==> src/rtl/pb_seq_conditioner_pkg.sv <==
// Shared definitions for the pushbutton sequence-select conditioner.
// Other button consumers reuse the press states and default timing constants.
package seq_pkg;

  typedef enum logic [1:0] {
    IDLE   = 2'd0,
    HOLD   = 2'd1,
    REPEAT = 2'd2
  } press_state_t;

  // Defaults assume a 50 MHz clock: 20 ms debounce, 0.5 s delay, 0.1 s rate
  localparam int SEQ_DEBOUNCE_CYCLES = 1_000_000;
  localparam int SEQ_REPEAT_DELAY    = 25_000_000;
  localparam int SEQ_REPEAT_RATE     = 5_000_000;

  function automatic int max_int(input int a, input int b);
    return (a > b) ? a : b;
  endfunction

endpackage

==> src/rtl/pb_seq_conditioner_if.sv <==
// Board-side button pins and conditioned step outputs of the conditioner.
// The slave side is the conditioner; the master side drives the pins.
interface pb_seq_conditioner_if;

  logic btn_up_raw;
  logic btn_dn_raw;
  logic pb_seq_up;
  logic pb_seq_dn;
  logic up_held;
  logic dn_held;

  modport master (
    output btn_up_raw,
    output btn_dn_raw,
    input  pb_seq_up,
    input  pb_seq_dn,
    input  up_held,
    input  dn_held
  );

  modport slave (
    input  btn_up_raw,
    input  btn_dn_raw,
    output pb_seq_up,
    output pb_seq_dn,
    output up_held,
    output dn_held
  );

endinterface

==> src/rtl/pb_seq_conditioner_channel.sv <==
// One button channel: synchroniser, debouncer and press/auto-repeat FSM.
// Exposes the debounced level and an unmasked combinational step pulse.
module pb_channel
  import seq_pkg::*;
#(
  parameter int DEBOUNCE_CYCLES    = SEQ_DEBOUNCE_CYCLES,
  parameter int REPEAT_DELAY       = SEQ_REPEAT_DELAY,
  parameter int REPEAT_RATE        = SEQ_REPEAT_RATE,
  parameter int ACTIVE_LOW_BUTTONS = 1
) (
  input  logic CLK_50,
  input  logic reset,
  input  logic btn_raw,
  output logic held,
  output logic pulse
);

  localparam logic RELEASED = (ACTIVE_LOW_BUTTONS != 0);
  localparam int   DB_W     = $clog2(DEBOUNCE_CYCLES + 1);
  localparam int   REP_W    = $clog2(max_int(REPEAT_DELAY, REPEAT_RATE) + 1);

  localparam logic [DB_W-1:0]  DB_LAST    = DB_W'(DEBOUNCE_CYCLES - 1);
  localparam logic [REP_W-1:0] DELAY_LAST = REP_W'(REPEAT_DELAY - 1);
  localparam logic [REP_W-1:0] RATE_LAST  = REP_W'(REPEAT_RATE - 1);
  localparam logic [REP_W-1:0] REP_SAT    = {REP_W{1'b1}};

  logic             sync_meta;
  logic             sync_out;
  logic             pressed;
  logic [DB_W-1:0]  db_cnt;
  logic [REP_W-1:0] rep_cnt;
  logic             delay_hit;
  logic             rate_hit;
  logic             cnt_clear;
  press_state_t     state;
  press_state_t     state_next;

  // Reset loads the released pin level so a held button reads as a new press
  always_ff @(posedge CLK_50 or negedge reset) begin
    if (!reset) begin
      sync_meta <= RELEASED;
      sync_out  <= RELEASED;
    end else begin
      sync_meta <= btn_raw;
      sync_out  <= sync_meta;
    end
  end

  assign pressed = sync_out ^ RELEASED;

  always_ff @(posedge CLK_50 or negedge reset) begin
    if (!reset) begin
      db_cnt <= '0;
      held   <= 1'b0;
    end else if (pressed == held) begin
      db_cnt <= '0;
    end else if (db_cnt == DB_LAST) begin
      held   <= pressed;
      db_cnt <= '0;
    end else begin
      db_cnt <= db_cnt + 1'b1;
    end
  end

  assign delay_hit = (REPEAT_DELAY != 0) && (rep_cnt == DELAY_LAST);
  assign rate_hit  = (rep_cnt == RATE_LAST);

  always_ff @(posedge CLK_50 or negedge reset) begin
    if (!reset) begin
      state <= IDLE;
    end else begin
      state <= state_next;
    end
  end

  // A fall always wins over a due repeat, so release never pulses
  always_comb begin
    state_next = state;
    case (state)
      IDLE:    if (held) state_next = HOLD;
      HOLD: begin
        if (!held) begin
          state_next = IDLE;
        end else if (delay_hit) begin
          state_next = REPEAT;
        end
      end
      REPEAT:  if (!held) state_next = IDLE;
      default: state_next = IDLE;
    endcase
  end

  always_comb begin
    pulse     = 1'b0;
    cnt_clear = 1'b0;
    case (state)
      IDLE: begin
        if (held) begin
          pulse     = 1'b1;
          cnt_clear = 1'b1;
        end
      end
      HOLD: begin
        if (held && delay_hit) begin
          pulse     = 1'b1;
          cnt_clear = 1'b1;
        end
      end
      REPEAT: begin
        if (held && rate_hit) begin
          pulse     = 1'b1;
          cnt_clear = 1'b1;
        end
      end
      default: begin
        pulse     = 1'b0;
        cnt_clear = 1'b0;
      end
    endcase
  end

  // With repeat disabled the counter parks at all-ones while held
  always_ff @(posedge CLK_50 or negedge reset) begin
    if (!reset) begin
      rep_cnt <= '0;
    end else if (cnt_clear || (state == IDLE)) begin
      rep_cnt <= '0;
    end else if (rep_cnt != REP_SAT) begin
      rep_cnt <= rep_cnt + 1'b1;
    end
  end

endmodule

==> src/rtl/pb_seq_conditioner.sv <==
// Conditions the up/down sequence-select buttons into registered,
// mutually exclusive single-cycle step pulses for the sequencer.
module pb_seq_conditioner
  import seq_pkg::*;
#(
  parameter int DEBOUNCE_CYCLES    = SEQ_DEBOUNCE_CYCLES,
  parameter int REPEAT_DELAY       = SEQ_REPEAT_DELAY,
  parameter int REPEAT_RATE        = SEQ_REPEAT_RATE,
  parameter int ACTIVE_LOW_BUTTONS = 1
) (
  input  logic                  CLK_50,
  input  logic                  reset,
  pb_seq_conditioner_if.slave   bus
);

  logic up_level;
  logic up_pulse;
  logic dn_level;
  logic dn_pulse;

  pb_channel #(
    .DEBOUNCE_CYCLES   (DEBOUNCE_CYCLES),
    .REPEAT_DELAY      (REPEAT_DELAY),
    .REPEAT_RATE       (REPEAT_RATE),
    .ACTIVE_LOW_BUTTONS(ACTIVE_LOW_BUTTONS)
  ) u_up (
    .CLK_50 (CLK_50),
    .reset  (reset),
    .btn_raw(bus.btn_up_raw),
    .held   (up_level),
    .pulse  (up_pulse)
  );

  pb_channel #(
    .DEBOUNCE_CYCLES   (DEBOUNCE_CYCLES),
    .REPEAT_DELAY      (REPEAT_DELAY),
    .REPEAT_RATE       (REPEAT_RATE),
    .ACTIVE_LOW_BUTTONS(ACTIVE_LOW_BUTTONS)
  ) u_dn (
    .CLK_50 (CLK_50),
    .reset  (reset),
    .btn_raw(bus.btn_dn_raw),
    .held   (dn_level),
    .pulse  (dn_pulse)
  );

  // Holding the opposite button silences a channel without stalling its FSM
  always_ff @(posedge CLK_50 or negedge reset) begin
    if (!reset) begin
      bus.pb_seq_up <= 1'b0;
      bus.pb_seq_dn <= 1'b0;
    end else begin
      bus.pb_seq_up <= up_pulse & ~dn_level;
      bus.pb_seq_dn <= dn_pulse & ~up_level;
    end
  end

  assign bus.up_held = up_level;
  assign bus.dn_held = dn_level;

endmodule
==> src/flat_wrapper.sv <==
// flat-port wrapper written by rule: the top's interface ports become plain ports
module pb_seq_conditioner_flat import seq_pkg::*;
#(
  parameter int DEBOUNCE_CYCLES    = SEQ_DEBOUNCE_CYCLES,
  parameter int REPEAT_DELAY       = SEQ_REPEAT_DELAY,
  parameter int REPEAT_RATE        = SEQ_REPEAT_RATE,
  parameter int ACTIVE_LOW_BUTTONS = 1
)
  (CLK_50, reset, bus_btn_up_raw, bus_btn_dn_raw, bus_pb_seq_up, bus_pb_seq_dn, bus_up_held, bus_dn_held);
  pb_seq_conditioner_if bus_i ();
  input  logic CLK_50;
  input  logic reset;
  input wire logic [$bits(bus_i.btn_up_raw)-1:0] bus_btn_up_raw;
  input wire logic [$bits(bus_i.btn_dn_raw)-1:0] bus_btn_dn_raw;
  output wire logic [$bits(bus_i.pb_seq_up)-1:0] bus_pb_seq_up;
  output wire logic [$bits(bus_i.pb_seq_dn)-1:0] bus_pb_seq_dn;
  output wire logic [$bits(bus_i.up_held)-1:0] bus_up_held;
  output wire logic [$bits(bus_i.dn_held)-1:0] bus_dn_held;
  assign bus_i.btn_up_raw = bus_btn_up_raw;
  assign bus_i.btn_dn_raw = bus_btn_dn_raw;
  assign bus_pb_seq_up = bus_i.pb_seq_up;
  assign bus_pb_seq_dn = bus_i.pb_seq_dn;
  assign bus_up_held = bus_i.up_held;
  assign bus_dn_held = bus_i.dn_held;
  pb_seq_conditioner #(.DEBOUNCE_CYCLES(DEBOUNCE_CYCLES), .REPEAT_DELAY(REPEAT_DELAY), .REPEAT_RATE(REPEAT_RATE), .ACTIVE_LOW_BUTTONS(ACTIVE_LOW_BUTTONS)) u_core (.CLK_50(CLK_50), .reset(reset), .bus(bus_i));
endmodule
==> config.mk <==
export PLATFORM = sky130hd
export DESIGN_NAME = pb_seq_conditioner_flat
export DESIGN_NICKNAME = d
export VERILOG_FILES = /design/src/rtl/pb_seq_conditioner_pkg.sv /design/src/rtl/pb_seq_conditioner_if.sv /design/src/rtl/pb_seq_conditioner_channel.sv /design/src/rtl/pb_seq_conditioner.sv /design/src/flat_wrapper.sv
export SDC_FILE = /design/constraint.sdc
export NUM_CORES = 1
export LEC_CHECK = 0
export CAP_MARGIN = 10
export CORE_MARGIN = 2
export CORE_UTILIZATION = 25
export DETAILED_ROUTE_END_ITERATION = 8
export PLACE_DENSITY = 0.37
export RECOVER_POWER = 50
export SLEW_MARGIN = 0
export SYNTH_ARGS = -nofsm -noshare
export SYNTH_HDL_FRONTEND = slang
export SYNTH_SLANG_ARGS = --single-unit
==> constraint.sdc <==
create_clock -name CLK_50 -period 4.1 [get_ports CLK_50]
set_clock_uncertainty 0.1 [all_clocks]
set_input_delay 0.41 -clock CLK_50 [delete_from_list [all_inputs] [get_ports CLK_50]]
set_output_delay 0.41 -clock CLK_50 [all_outputs]
set_load 0.02 [all_outputs]
==> run_1/ff_map.png <==
Other sequential cells in the stronger grey, the rest of the logic in the fainter grey.
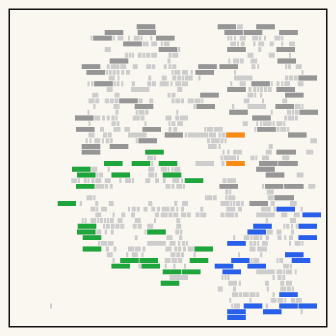
legend:
  u_core.u_up.rep_cnt:
    colour: green
    sequential_cells: 25
  u_core.u_dn.state:
    colour: orange
    sequential_cells: 2
  u_core.u_up.db_cnt:
    colour: blue
    sequential_cells: 20
    where: bottom right
Seq/total area: 42.4%
Reg area: 2560 sq um
fin util: 28.6%
Seq group: 0.00102 W

==> run_1/congestion_map.png <==
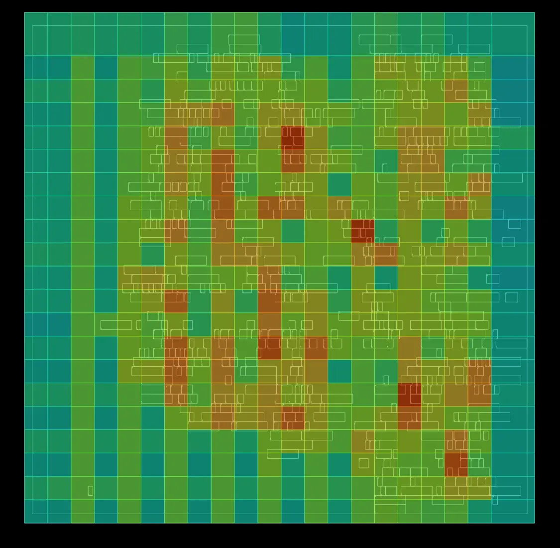
met1 Use GR: 15.6%
grt peak-use layer: met2
met2 usage: 17.2%

==> run summary, run 1 <==
flow finished, numbers: outcome finished with violations, failing checks max-capacitance violations, max-slew violations, Top cells excl fill/tap 102 x nor2_1, 98 x dfrtp_1, 45 x xor2_1, combinational fraction of the cell area 44.5%, Total Routing Usage GR 11.4%, Clock power frac 44.0%, RSZ-0062 raised after global routing false, Syn Std Cell Area 5390 sq um, setup TNS 0 ps, initial antenna violation count 0, largest net degree at the start of global routing 52, cts bufs inserted 9, RR Startpoint u_core.u_up.state[0], max cap viols 1, Slew @ Worst Pin 2860 ps, Non-clock buffers 13, maximum root-to-sink buffer count 2, sw power 0.000423 W, Area leader share 45.5%, Final setup viols 0, core area 21,100 sq um, Final Max Tran Viols 52, M3 GR Usage 2.77%
==> run_1/m3.png <==
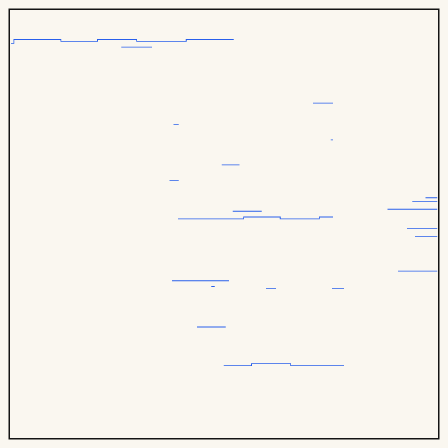
nets with wire on the layer: 13
wire length on this layer: 318 um
main direction: horizontal
longest straight run: 23.0 um
share of all routed wire: 2.8%
drt total wl: 11.6 mm
routed via count: 4,045

-- run 1: power groups by stage --
stage	clock network (W)	registers, W	logic, W
3_3_place_gp	0	0.00104	0.0000438
6_report	0.000833	0.00102	0.0000402
4_1_cts	0.000872	0.00102	0.0000441
2_1_floorplan	0	0.00104	0.0000148
3_5_place_dp	0	0.00104	0.0000438
5_1_grt	0.000914	0.00102	0.0000492
-- run 1: kinds of logic after synthesis --
logic type | Yosys count | synth area share [%]
compound gates | 52 | 6.80
xor+xnor | 79 | 12.8
fa+ha+maj | 12 | 2.79
buf+inv | 31 | 2.67
flops | 102 | 47.5
mux | 4 | 0.743
simple gates | 283 | 26.7
==> run 1 -> run 2 <==
==> constraint.sdc (replaced) <==
create_clock -name CLK_50 -period 2.7 [get_ports CLK_50]
set_clock_uncertainty 0.1 [all_clocks]
set_input_delay 0.27 -clock CLK_50 [delete_from_list [all_inputs] [get_ports CLK_50]]
set_output_delay 0.27 -clock CLK_50 [all_outputs]
set_load 0.02 [all_outputs]
==> run_2/port_trees.png <==
Scale bar: 50 um.
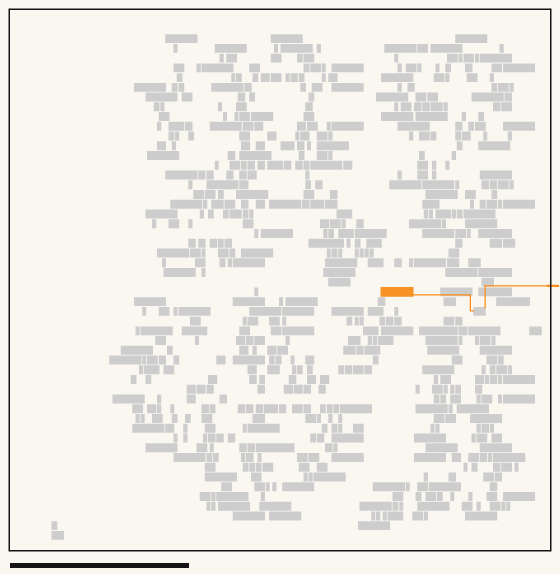
legend:
  bus_pb_seq_up:
    colour: orange
    direction: output
    edge: right
    end_cells: 1
    buffers: 1
    wire: 45.4 um
I/O Pins: 8
PortBufs: 7

==> run summary, run 2 <==
flow finished, numbers: maximum root-to-sink buffer count 2 (unchanged), Area leader share 45.5% (unchanged), register share after synthesis 47.5%, Top cells excl fill/tap 102 x nor2_1, 98 x dfrtp_1, 45 x xor2_1, initial antenna violation count 0 (unchanged), Final Max Tran Viols 0 (-100%), leakage 2.35 nW, Final setup viols 0 (unchanged), Hold WS 257 ps, Total Routing Usage GR 11.6% (+0.23 points), M3 GR Usage 1.90% (-0.87 points), Post-Synth Simple-Gate Area 26.7% (unchanged), Post-Synth AOI/OAI Area 6.80% (unchanged), Filler cells 2,168, Rel. slew slack 36.0%, combinational fraction of the cell area 43.5% (-1.1 points), XOR/XNOR Area Share 12.8% (unchanged), Non-clock buffers 28 (+15), outcome finished clean, cts bufs inserted 9 (unchanged), Largest Pwr Group sequential cells, Reg area 2560 sq um (unchanged), setup TNS 0 ps (unchanged), Syn Std Cell Area 5390 sq um (unchanged), routed via count 4,108 (+1.6%), RSZ-0062 raised after global routing false, IR Drop Worst-Case VDD 0.257 mV, P_clk 0.00143 W (+72%), Slew @ Worst Pin 960 ps (-1900 ps), met1 Use GR 15.6% (-0.026 points), fin util 29.5% (+0.88 points), metal2 WL 5.60 mm, largest net degree at the start of global routing 68 (+31%), met2 usage 18.4% (+1.1 points), core area 21,100 sq um (unchanged), Clock power frac 47.0% (+3.0 points), Place WS 106 ps, grt peak-use layer met2, drt total wl 12.3 mm (+6.2%), Adders+Majority by Area 2.79% (unchanged), sw power 0.000650 W (+53%), Seq/total area 41.1% (-1.3 points), P_comb 0.0000640 W (+59%)
## run 2: cell types whose count changed in the layout (fill, tap and decap cells not counted), sizes merged
cell         delta
clkbuf          -3
bufinv          +2
dlygate4sd3     +1
inv             -1
buf            +15
a31o            +1
## run 2: final timing paths
path,from,to,slack (ps),depth (start not counted)
worst max-delay path,u_core.u_dn.state[0],u_core.u_dn.rep_cnt[22],200,8
max in group asynchronous,reset,u_core.u_up.sync_out,1080,3
worst max register to register,u_core.u_dn.state[0],u_core.u_dn.rep_cnt[22],200,8
min in group asynchronous,reset,u_core.u_up.rep_cnt[1],500,2
worst min-delay path,u_core.u_up.sync_meta,u_core.u_up.sync_out,260,0
worst min register to register,u_core.u_up.sync_meta,u_core.u_up.sync_out,260,0
==> run 2 -> run 3 <==
--- a/config.mk
+++ b/config.mk
@@ -10,7 +10,7 @@
 export CORE_UTILIZATION = 25
 export DETAILED_ROUTE_END_ITERATION = 8
 export PLACE_DENSITY = 0.37
-export RECOVER_POWER = 50
+export RECOVER_POWER = 100
 export SLEW_MARGIN = 0
 export SYNTH_ARGS = -nofsm -noshare
 export SYNTH_HDL_FRONTEND = slang
==> run_3/congestion_map.png <==
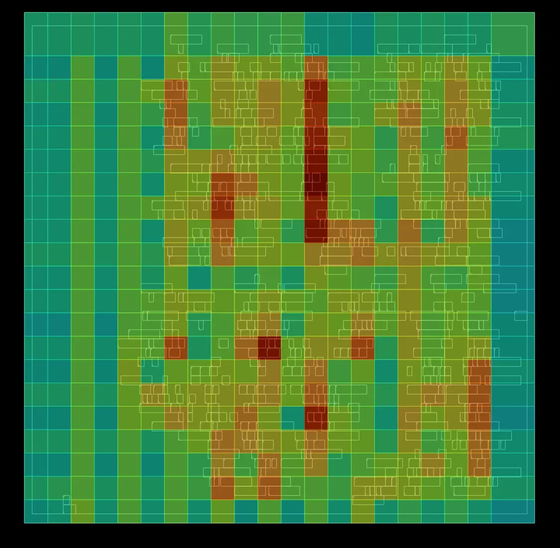
Avg WL per Cell: 14.2 um
M3 GR Usage: 1.90%
met1 Use GR: 15.6%
fin util: 29.5%
met2 usage: 18.4%

==> run summary, run 3 <==
flow finished, numbers: Slew @ Worst Pin 959 ps (-0.932 ps), largest net degree at the start of global routing 68 (unchanged), hold path endpoint u_core.u_up.sync_out, FF-to-FF End u_core.u_dn.rep_cnt[24], Worst Setup SP u_core.u_dn.state[0], Rel. slew slack 36.1% (+0.062 points), r2r worst-path depth 8 (unchanged), Hold Startpoint u_core.u_up.sync_meta, Hold WS 257 ps (-0.00100 ps), core area 21,100 sq um (unchanged), cts bufs inserted 9 (unchanged), Top cells excl fill/tap 102 x nor2_1, 98 x dfrtp_1, 45 x xor2_1, drt total wl 12.3 mm (-0.13%), Area leader share 45.5% (unchanged), I/O Pins 8 (unchanged), hold depth 0 (unchanged), maximum root-to-sink buffer count 2 (unchanged), setup TNS 0 ps (unchanged), RR Startpoint u_core.u_dn.state[0], worst setup path endpoint u_core.u_dn.rep_cnt[24], sw power 0.000648 W (-0.20%), routed via count 4,104 (-0.097%), Syn Std Cell Area 5390 sq um (unchanged), PortBufs 7 (unchanged), Final Max Tran Viols 0 (unchanged), IR Drop Worst-Case VDD 0.256 mV (-0.32%), Total Routing Usage GR 11.6% (unchanged), RSZ-0062 raised after global routing false, R2R Setup Slk 200 ps (about the same), outcome finished clean
[run 3: cell counts after synthesis]
Identical to the previous run, type by type.
[run 3: layout make-up]
| type | count | area (sq um) |
|---|---|---|
| Clock buffer | 10 | 239 |
| Clock inverter | 5 | 83.8 |
| Fill cell | 2169 | 14900 |
| Inverter | 15 | 56.3 |
| Multi-Input combinational cell | 431 | 2700 |
| Sequential cell | 102 | 2560 |
| Tap cell | 275 | 344 |
| Timing Repair Buffer | 28 | 230 |
[run 3: logic make-up (layout without fill, tap and decap cells)]
family	Yosys count	count (layout)	synth area share, %
AND-OR/OR-AND	52	53	6.80
XOR/XNOR	79	79	12.8
adder cells (fa/ha/maj)	12	12	2.79
buffers and inverters	31	58	2.67
flip-flops	102	102	47.5
multiplexers	4	4	0.743
AND/OR/NAND/NOR	283	283	26.7
Power figures rest on the tool's default switching activity, not on a simulated workload.
